Run 1, metal 1:
Scale bar: 50 um. Supply wires on this layer in grey.
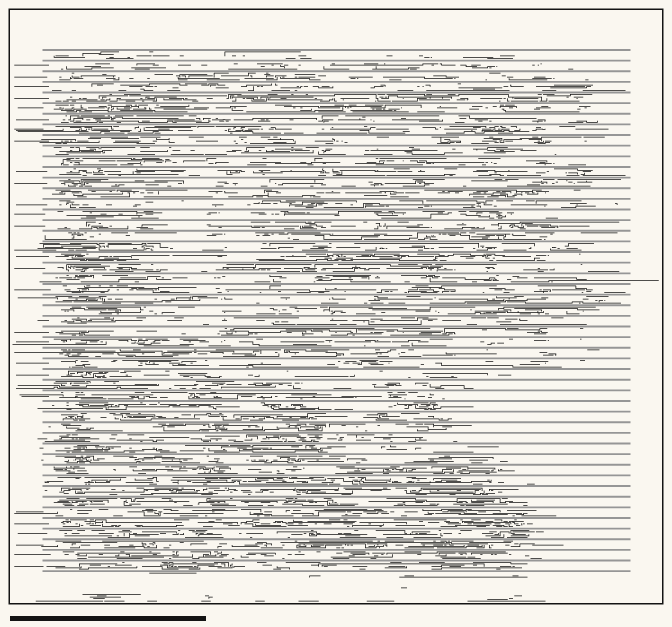
Run 1, metal 2:
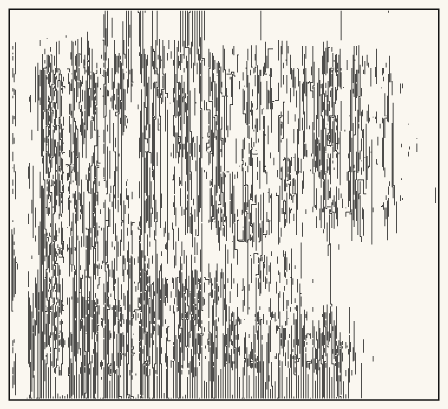
Run 1, metal 3:
Scale bar: 50 um.
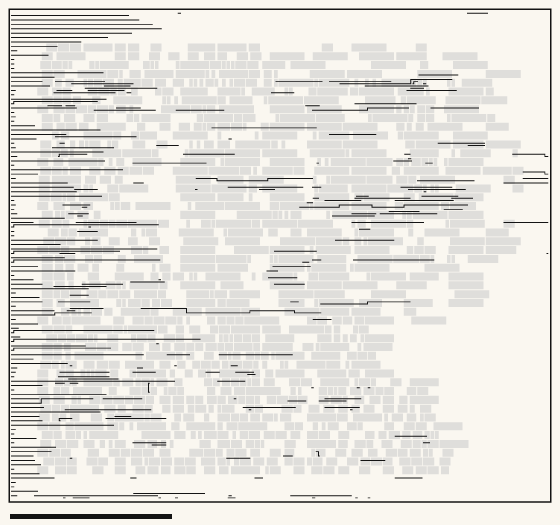
**config.mk**
```make
export PLATFORM = sky130hd
export DESIGN_NAME = reorder_issue_arbiter_flat
export DESIGN_NICKNAME = d
export VERILOG_FILES = /design/src/rtl/reorder_issue_arbiter_if.sv /design/src/rtl/reorder_issue_arbiter.sv /design/src/flat_wrapper.sv
export SDC_FILE = /design/constraint.sdc
export NUM_CORES = 1
export LEC_CHECK = 0
export CORE_ASPECT_RATIO = 0.9
export CORE_MARGIN = 8
export CORE_UTILIZATION = 48
export DETAILED_ROUTE_END_ITERATION = 10
export PLACE_DENSITY = 0.8
export SLEW_MARGIN = 10
export SYNTH_ARGS = -nofsm -noshare
export SYNTH_HDL_FRONTEND = slang
export SYNTH_SLANG_ARGS = --single-unit
export TNS_END_PERCENT = 1
```
**constraint.sdc**
```tcl
create_clock -name clk -period 2.4 [get_ports clk]
set_input_delay 0.36 -clock clk [delete_from_list [all_inputs] [get_ports clk]]
set_output_delay 0.36 -clock clk [all_outputs]
set_load 0.02 [all_outputs]
```
**src/rtl/reorder_issue_arbiter_if.sv**
```systemverilog
// Signal bundle for reorder_issue_arbiter: requester handshake, reorder-queue tag
// allocation, registered memory request and in-order response steering.
interface reorder_issue_arbiter_if #(
    parameter int NUM_REQ    = 4,
    parameter int ADDR_WIDTH = 48,
    parameter int TAG_WIDTH  = 7,
    parameter int SRC_WIDTH  = 2
);
    logic [NUM_REQ-1:0]            req_valid;
    logic [NUM_REQ*ADDR_WIDTH-1:0] req_addr;
    logic [NUM_REQ-1:0]            req_ready;

    logic                          rq_full;
    logic [TAG_WIDTH-1:0]          rq_index_tag;
    logic                          rq_increment;

    logic                          mem_valid;
    logic [ADDR_WIDTH-1:0]         mem_addr;
    logic [TAG_WIDTH-1:0]          mem_tag;
    logic                          mem_stall;

    logic                          rsp_valid;
    logic [TAG_WIDTH-1:0]          rsp_tag;
    logic [SRC_WIDTH-1:0]          rsp_src;
    logic                          rsp_src_vld;

    // Environment side: requesters, reorder queue and memory.
    modport master (
        output req_valid, req_addr, rq_full, rq_index_tag, mem_stall, rsp_valid, rsp_tag,
        input  req_ready, rq_increment, mem_valid, mem_addr, mem_tag, rsp_src, rsp_src_vld
    );

    // Arbiter side.
    modport slave (
        input  req_valid, req_addr, rq_full, rq_index_tag, mem_stall, rsp_valid, rsp_tag,
        output req_ready, rq_increment, mem_valid, mem_addr, mem_tag, rsp_src, rsp_src_vld
    );
endinterface

```
**src/rtl/reorder_issue_arbiter.sv**
```systemverilog
// Round-robin issue arbiter sharing one reorder queue's tag space among NUM_REQ requesters.
// Optional statistics counters are enabled with `define REORDER_ARB_STATS_EN.
module reorder_issue_arbiter #(
    parameter int NUM_REQ    = 4,
    parameter int ADDR_WIDTH = 48,
    parameter int DEPTH      = 64,
    parameter int TAG_WIDTH  = 7,
    parameter int SRC_WIDTH  = 2
) (
    input  logic                      clk,
    input  logic                      rst,
    reorder_issue_arbiter_if.slave    bus
`ifdef REORDER_ARB_STATS_EN
    ,
    output logic [NUM_REQ*32-1:0]     stat_grants,
    output logic [31:0]               stat_full_cyc
`endif
);

    localparam int IDX_WIDTH   = TAG_WIDTH - 1;
    localparam int INIT_CYCLES = DEPTH + 2;
    localparam int CNT_WIDTH   = $clog2(INIT_CYCLES + 1);
    localparam int CAND_WIDTH  = SRC_WIDTH + 1;

    localparam logic [CNT_WIDTH-1:0]  INIT_LAST  = CNT_WIDTH'(INIT_CYCLES - 1);
    localparam logic [CAND_WIDTH-1:0] NUM_REQ_C  = CAND_WIDTH'(NUM_REQ);
    localparam logic [SRC_WIDTH-1:0]  LAST_RESET = SRC_WIDTH'(NUM_REQ - 1);

    typedef enum logic {
        ST_INIT,
        ST_ISSUE
    } state_t;

    state_t                 state, state_nxt;
    logic [CNT_WIDTH-1:0]   init_cnt, init_cnt_nxt;
    logic [SRC_WIDTH-1:0]   last_grant;
    logic [SRC_WIDTH-1:0]   winner;
    logic [CAND_WIDTH-1:0]  cand;
    logic                   found;
    logic                   slot_free;
    logic                   grant;
    logic [NUM_REQ-1:0]     ready_vec;
    logic [ADDR_WIDTH-1:0]  win_addr;

    logic                   mem_valid_q;
    logic [ADDR_WIDTH-1:0]  mem_addr_q;
    logic [TAG_WIDTH-1:0]   mem_tag_q;

    logic [SRC_WIDTH-1:0]   src_tbl [0:DEPTH-1];
    logic [SRC_WIDTH-1:0]   rsp_src_q;
    logic                   rsp_src_vld_q;

    // ------------------------------------------------------------------
    // Init/issue FSM. The counter leaves INIT on the edge where it reaches
    // DEPTH+2, so the first grant can happen in cycle DEPTH+2 after reset.
    // ------------------------------------------------------------------
    always_ff @(posedge clk or negedge rst) begin
        if (!rst) begin
            state    <= ST_INIT;
            init_cnt <= '0;
        end else begin
            // NOTE: sequential state uses non-blocking assignments so every flop samples pre-edge values.
            state    <= state_nxt;
            init_cnt <= init_cnt_nxt;
        end
    end

    always_comb begin
        // NOTE: defaults first so no path through this block infers a latch.
        state_nxt    = state;
        init_cnt_nxt = init_cnt;
        case (state)
            ST_INIT: begin
                init_cnt_nxt = init_cnt + 1'b1;
                if (init_cnt == INIT_LAST) begin
                    state_nxt = ST_ISSUE;
                end
            end
            ST_ISSUE: begin
                state_nxt = ST_ISSUE;
            end
        endcase
    end

    // ------------------------------------------------------------------
    // Round-robin pick: first valid requester after last_grant, wrapping.
    // ------------------------------------------------------------------
    always_comb begin
        winner = '0;
        found  = 1'b0;
        cand   = '0;
        for (int i = 1; i <= NUM_REQ; i++) begin
            cand = {1'b0, last_grant} + CAND_WIDTH'(i);
            if (cand >= NUM_REQ_C) begin
                cand = cand - NUM_REQ_C;
            end
            if (!found && bus.req_valid[cand[SRC_WIDTH-1:0]]) begin
                found  = 1'b1;
                winner = cand[SRC_WIDTH-1:0];
            end
        end
    end

    assign slot_free = !mem_valid_q || !bus.mem_stall;
    assign grant     = (state == ST_ISSUE) && found && !bus.rq_full && slot_free;

    always_comb begin
        ready_vec = '0;
        if (grant) begin
            ready_vec[winner] = 1'b1;
        end
    end

    always_comb begin
        win_addr = '0;
        for (int i = 0; i < NUM_REQ; i++) begin
            if (winner == SRC_WIDTH'(i)) begin
                win_addr = bus.req_addr[i*ADDR_WIDTH +: ADDR_WIDTH];
            end
        end
    end

    assign bus.req_ready    = ready_vec;
    assign bus.rq_increment = grant;

    // ------------------------------------------------------------------
    // One-entry output stage. A grant is only possible when the slot is
    // empty or draining this cycle, so a grant always overwrites safely.
    // ------------------------------------------------------------------
    always_ff @(posedge clk or negedge rst) begin
        if (!rst) begin
            mem_valid_q <= 1'b0;
            mem_addr_q  <= '0;
            mem_tag_q   <= '0;
            last_grant  <= LAST_RESET;
        end else if (grant) begin
            mem_valid_q <= 1'b1;
            mem_addr_q  <= win_addr;
            mem_tag_q   <= bus.rq_index_tag;
            last_grant  <= winner;
        end else if (mem_valid_q && !bus.mem_stall) begin
            mem_valid_q <= 1'b0;
        end
    end

    assign bus.mem_valid = mem_valid_q;
    assign bus.mem_addr  = mem_addr_q;
    assign bus.mem_tag   = mem_tag_q;

    // ------------------------------------------------------------------
    // Tag-owner table, indexed without the phase bit.
    // ------------------------------------------------------------------
    // NOTE: the table has no reset; every entry is written at allocation before its response can be read.
    always_ff @(posedge clk) begin
        if (grant) begin
            src_tbl[bus.rq_index_tag[IDX_WIDTH-1:0]] <= winner;
        end
    end

    always_ff @(posedge clk or negedge rst) begin
        if (!rst) begin
            rsp_src_q     <= '0;
            rsp_src_vld_q <= 1'b0;
        end else begin
            rsp_src_q     <= src_tbl[bus.rsp_tag[IDX_WIDTH-1:0]];
            rsp_src_vld_q <= bus.rsp_valid;
        end
    end

    assign bus.rsp_src     = rsp_src_q;
    assign bus.rsp_src_vld = rsp_src_vld_q;

`ifdef REORDER_ARB_STATS_EN
    // ------------------------------------------------------------------
    // Saturating grant and full-stall counters.
    // ------------------------------------------------------------------
    logic [31:0] grant_cnt [NUM_REQ];
    logic [31:0] full_cnt;
    logic        full_block;

    assign full_block = (state == ST_ISSUE) && (|bus.req_valid) && bus.rq_full;

    always_ff @(posedge clk or negedge rst) begin
        if (!rst) begin
            for (int i = 0; i < NUM_REQ; i++) begin
                grant_cnt[i] <= '0;
            end
            full_cnt <= '0;
        end else begin
            for (int i = 0; i < NUM_REQ; i++) begin
                if (grant && winner == SRC_WIDTH'(i) && grant_cnt[i] != '1) begin
                    grant_cnt[i] <= grant_cnt[i] + 32'd1;
                end
            end
            if (full_block && full_cnt != '1) begin
                full_cnt <= full_cnt + 32'd1;
            end
        end
    end

    always_comb begin
        stat_grants = '0;
        for (int i = 0; i < NUM_REQ; i++) begin
            stat_grants[i*32 +: 32] = grant_cnt[i];
        end
    end

    assign stat_full_cyc = full_cnt;
`endif

    // ------------------------------------------------------------------
    // Interface invariants.
    // ------------------------------------------------------------------
    a_no_inc_when_full : assert property (@(posedge clk) disable iff (!rst)
        bus.rq_full |-> !bus.rq_increment);
    a_ready_onehot0    : assert property (@(posedge clk) disable iff (!rst)
        $onehot0(bus.req_ready));
    a_stall_holds      : assert property (@(posedge clk) disable iff (!rst)
        (mem_valid_q && bus.mem_stall) |=> (mem_valid_q && $stable(mem_addr_q) && $stable(mem_tag_q)));

endmodule
```
**src/flat_wrapper.sv**
```systemverilog
// flat-port wrapper written by rule: the top's interface ports become plain ports
module reorder_issue_arbiter_flat 
#(
    parameter int NUM_REQ    = 4,
    parameter int ADDR_WIDTH = 48,
    parameter int DEPTH      = 64,
    parameter int TAG_WIDTH  = 7,
    parameter int SRC_WIDTH  = 2
)
  (clk, rst, bus_req_valid, bus_req_addr, bus_rq_full, bus_rq_index_tag, bus_mem_stall, bus_rsp_valid, bus_rsp_tag, bus_req_ready, bus_rq_increment, bus_mem_valid, bus_mem_addr, bus_mem_tag, bus_rsp_src, bus_rsp_src_vld);
  reorder_issue_arbiter_if #(.NUM_REQ(NUM_REQ), .ADDR_WIDTH(ADDR_WIDTH), .TAG_WIDTH(TAG_WIDTH), .SRC_WIDTH(SRC_WIDTH)) bus_i ();
  input  logic clk;
  input  logic rst;
  input wire logic [$bits(bus_i.req_valid)-1:0] bus_req_valid;
  input wire logic [$bits(bus_i.req_addr)-1:0] bus_req_addr;
  input wire logic [$bits(bus_i.rq_full)-1:0] bus_rq_full;
  input wire logic [$bits(bus_i.rq_index_tag)-1:0] bus_rq_index_tag;
  input wire logic [$bits(bus_i.mem_stall)-1:0] bus_mem_stall;
  input wire logic [$bits(bus_i.rsp_valid)-1:0] bus_rsp_valid;
  input wire logic [$bits(bus_i.rsp_tag)-1:0] bus_rsp_tag;
  output wire logic [$bits(bus_i.req_ready)-1:0] bus_req_ready;
  output wire logic [$bits(bus_i.rq_increment)-1:0] bus_rq_increment;
  output wire logic [$bits(bus_i.mem_valid)-1:0] bus_mem_valid;
  output wire logic [$bits(bus_i.mem_addr)-1:0] bus_mem_addr;
  output wire logic [$bits(bus_i.mem_tag)-1:0] bus_mem_tag;
  output wire logic [$bits(bus_i.rsp_src)-1:0] bus_rsp_src;
  output wire logic [$bits(bus_i.rsp_src_vld)-1:0] bus_rsp_src_vld;
  assign bus_i.req_valid = bus_req_valid;
  assign bus_i.req_addr = bus_req_addr;
  assign bus_i.rq_full = bus_rq_full;
  assign bus_i.rq_index_tag = bus_rq_index_tag;
  assign bus_i.mem_stall = bus_mem_stall;
  assign bus_i.rsp_valid = bus_rsp_valid;
  assign bus_i.rsp_tag = bus_rsp_tag;
  assign bus_req_ready = bus_i.req_ready;
  assign bus_rq_increment = bus_i.rq_increment;
  assign bus_mem_valid = bus_i.mem_valid;
  assign bus_mem_addr = bus_i.mem_addr;
  assign bus_mem_tag = bus_i.mem_tag;
  assign bus_rsp_src = bus_i.rsp_src;
  assign bus_rsp_src_vld = bus_i.rsp_src_vld;
  reorder_issue_arbiter #(.NUM_REQ(NUM_REQ), .ADDR_WIDTH(ADDR_WIDTH), .DEPTH(DEPTH), .TAG_WIDTH(TAG_WIDTH), .SRC_WIDTH(SRC_WIDTH)) u_core (.clk(clk), .rst(rst), .bus(bus_i));
endmodule
```
==> reports/results.txt, run 1 <==
Reg-to-reg endpoint -> u_core.bus.mem_addr[6]
Mapped Cells -> 787
GR Overflow Total -> 0
Logic pwr share -> 12.5%
VDD IR max -> 394 uV
Pint -> 5630 uW
Clock sink count -> 197
CTS max path bufs -> 2
Sequential power -> 3630 uW
Area Overhead vs Synth -> 39.9%
Psw -> 1780 uW
Detailed placement HPWL -> 23.5 mm
Synth Area in XOR/XNOR -> 0.535%
Status -> complete, no violations
Post-layout util -> 68.5%
Placed cell areas -> 0.0130 mm^2
Register area share after synthesis -> 56.8%
Vias in the first global route -> 8377
Vias per cell -> 6.08
FP Rows -> 49
# IOs -> 279
Most instantiated logic cell after routing -> clkdlybuf4s50_1
Reg clk slew, reported paths -> 70 ps
Final std cells w/o fill -> 1349
Post_cts resized -> 13
Mux contribution to synthesized area -> 8.89%
CTS Hold Bufs -> 1
Distinct lib cells -> 61
Total leakage power -> 0.00516 uW
Synth Area per Inst -> 12.5 um^2
Pwr per Cell Area -> 540 mW/mm^2
WL/cell -> 24.2 um
# DRC -> 0
Largest net degree at the start of global routing -> 76
Max Cap Violations -> 0
Min-Delay Path Class -> in2reg
Count of final setup violators -> 0
Detail Route Antenna Nets -> 0
Top area cell types -> edfxtp_1, dfrtp_1, mux4_1
AND-OR/OR-AND Cells, Area Fraction -> 16.9%
Worst reg2reg startpoint -> u_core.last_grant[1]
Unrepaired setup endpoints after global routing -> true
Worst setup path endpoint -> bus_req_ready[0]
Cell area after layout -> 0.0137 mm^2
Final count of pins violating max slew -> 0
Tool warnings -> 30
Final net count -> 1288
Root Buffer -> clkbuf_16
Measured slew at the worst slew-check pin -> 616 ps
Power Clock -> 2850 uW
WHS -> 297 ps
Placer Congestion -> 0.846
Yosys warning count -> 0
Clock latency on the worst-skew pair -> 430 ps
Basic Gates by Area -> 11.8%
Clock share of power -> 38.4%
DIE HEIGHT -> 152 um
Die span in x -> 167 um
Total CTS buffers -> 17
Detailed Route Iter0 Violations -> 648
About 'metal 1':
wire length on this layer: 12000 um
main direction: horizontal
GR Util met1: 29.9%
Vias: 8208
WL final: 32.6 mm

About 'metal 2':
main direction: vertical
wire length on this layer: 16400 um
global routing met2 resource utilization: 42.7%

About 'metal 3':
longest straight run: 57.5 um
nets with wire on the layer: 214
share of all routed wire: 9.8%
GRT met3 Usage: 8.31%

## run 1: worst max-delay path: stages, from the launching register on
cell and delay (ps):
dfstp_2 580, mux2i_1 210, o221a_2 260, inv_2 50, buf_6 110, nor3_2 150, buf_4 140, buf_12 110
## run 1: metal layers
layer  vias up  track usage (%)  share of wire (%)
li1       3669                -                  -
met1      4066             29.9                 37
met2       417             42.7                 50
met3        56             8.31                9.8
met4         0             11.8                3.1
met5         -                0                  0
## run 1: area by class of cell
type,count,area (um^2)
multi-input cells,509,3800
diodes,10,25.0
repair buffers,342,3410
clock inverters,15,163
clock buffers,17,425
inverters,4,15.0
flip-flops and latches,197,5570
well taps,255,319
fillers,1449,6320
==> run 2, diff against run 1 <==
Settings changed: SETUP_SLACK_MARGIN set to 0.02.
Run 2, metal 1:
Scale bar: 50 um. Supply wires on this layer in grey.
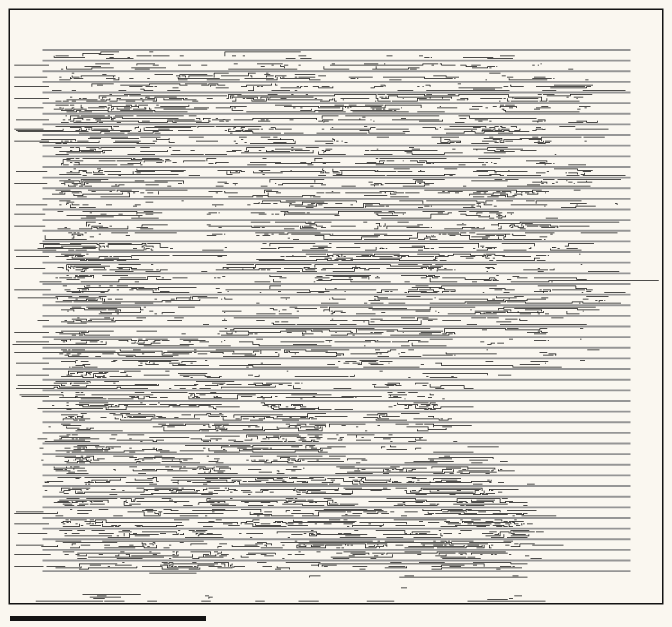
WL final: 32.6 mm

==> reports/results.txt, run 2 <==
Logic share of the area -> 27.7% (about the same)
Mux contribution to synthesized area -> 8.89% (unchanged)
Tool warnings -> 31 (+3.3%)
Worst slew margin -> 59.0%
Gate Area -> 0.00380 mm^2 (unchanged)
Delay-heaviest family, CP -> flip-flops
Signal buffers share of area -> 24.8% (about the same)
Slowest cell delay on critical path -> 580 ps (about the same)
Reg-to-reg endpoint -> u_core.bus.mem_addr[6]
Tapcells inserted -> 255 (unchanged)
Final count of pins violating max slew -> 0 (unchanged)
CLK BUF -> 17 (unchanged)
Sequential power -> 3630 uW (about the same)
# IOs -> 279 (unchanged)
Detailed Route Iter0 Violations -> 648 (unchanged)
Synth Area in XOR/XNOR -> 0.535% (unchanged)
Psw -> 1780 uW (about the same)
Area Overhead vs Synth -> 39.9% (about the same)
ANT cells -> 10 (unchanged)
Fillers -> 1448 (-0.069%)
Global routing met2 resource utilization -> 42.7% (unchanged)
Register area share after synthesis -> 56.8% (unchanged)
Register area -> 0.00557 mm^2 (unchanged)
Flop share of the area -> 40.6% (about the same)
GR Util met1 -> 29.9% (unchanged)
GRT met3 Usage -> 8.31% (unchanged)
GR Overflow Total -> 0 (unchanged)
Largest net degree at the start of global routing -> 76 (unchanged)
Wire length on met2 -> 16.4 mm (about the same)
Clock latency on the worst-skew pair -> 430 ps (about the same)
Clock sink count -> 197 (unchanged)
Uppermost layer routed -> met4
Pint -> 5630 uW (unchanged)
CP cell instances -> mux2i_1 > o221a_2 > inv_2 > buf_6 > nor3_2 > buf_4 > buf_12
Status -> complete, no violations
Die span in x -> 167 um (unchanged)
Basic Gates by Area -> 11.8% (unchanged)
Crit path depth -> 7 (unchanged)
VDD IR max -> 394 uV (unchanged)
Reg clk slew, reported paths -> 70 ps (about the same)
Largest cell class by area -> sequential cells
Mapped Cells -> 787 (unchanged)
Root Buffer -> clkbuf_16
Flops -> 197 (unchanged)
AND-OR/OR-AND Cells, Area Fraction -> 16.9% (unchanged)
Worst setup path endpoint -> bus_req_ready[0]
Top area cell types -> edfxtp_1, dfrtp_1, mux4_1
Min-Delay Path Class -> in2reg
FP Rows -> 49 (unchanged)
Logic pwr share -> 12.5% (about the same)
Total leakage power -> 0.00516 uW (about the same)
Unrepaired setup endpoints after global routing -> true
FA/HA/MAJ Cells, Area Fraction -> 0.255%
WHS -> 297 ps (-0.118 ps)
Yosys warning count -> 0 (unchanged)
Bufs w/o clock -> 342 (unchanged)
Count of final setup violators -> 0 (unchanged)
Syn nets -> 1004
Grt peak-use layer -> met2
Multi-In Gates -> 509 (unchanged)
Detailed placement HPWL -> 23.5 mm (unchanged)
Power Clock -> 2850 uW (about the same)
Synth Area per Inst -> 12.5 um^2 (unchanged)
Pwr per Cell Area -> 540 mW/mm^2 (about the same)
Met1 WL -> 12.0 mm (unchanged)
Max Cap Violations -> 0 (unchanged)
Measured slew at the worst slew-check pin -> 616 ps (unchanged)
Clk cell area share -> 4.28% (about the same)
DIE HEIGHT -> 152 um (unchanged)
CTS max path bufs -> 2 (unchanged)
Detail Route Antenna Nets -> 0 (unchanged)
Final net count -> 1288 (unchanged)
Distinct lib cells -> 61 (unchanged)
## run 2: timing repair
action,in CTS,in global routing
resized,13,9
setup endpoints to repair,5,4
pin swaps,0,4
cloned,0,0
setup buffers,0,5
hold buffers,1,0
endpoints found under the hold margin,28,0
## run 2: per-stage QoR
| stage | cell area, um^2 | TNS, ps | utilization (%) | setup WS [ps] |
|---|---|---|---|---|
| floorplan | 9810 | 0 | - | 2.24 |
| global placement | 13000 | -37600 | 65.0 | -332 |
| detailed placement | 13000 | -49210 | 65.0 | -364 |
| CTS | 13600 | -149 | 68.0 | -149 |
| global route | 13700 | -83.1 | 68.5 | -83.1 |
| finish | 13700 | 0 | 68.5 | 10.0 |
Power is estimated from default activity; no workload was simulated.
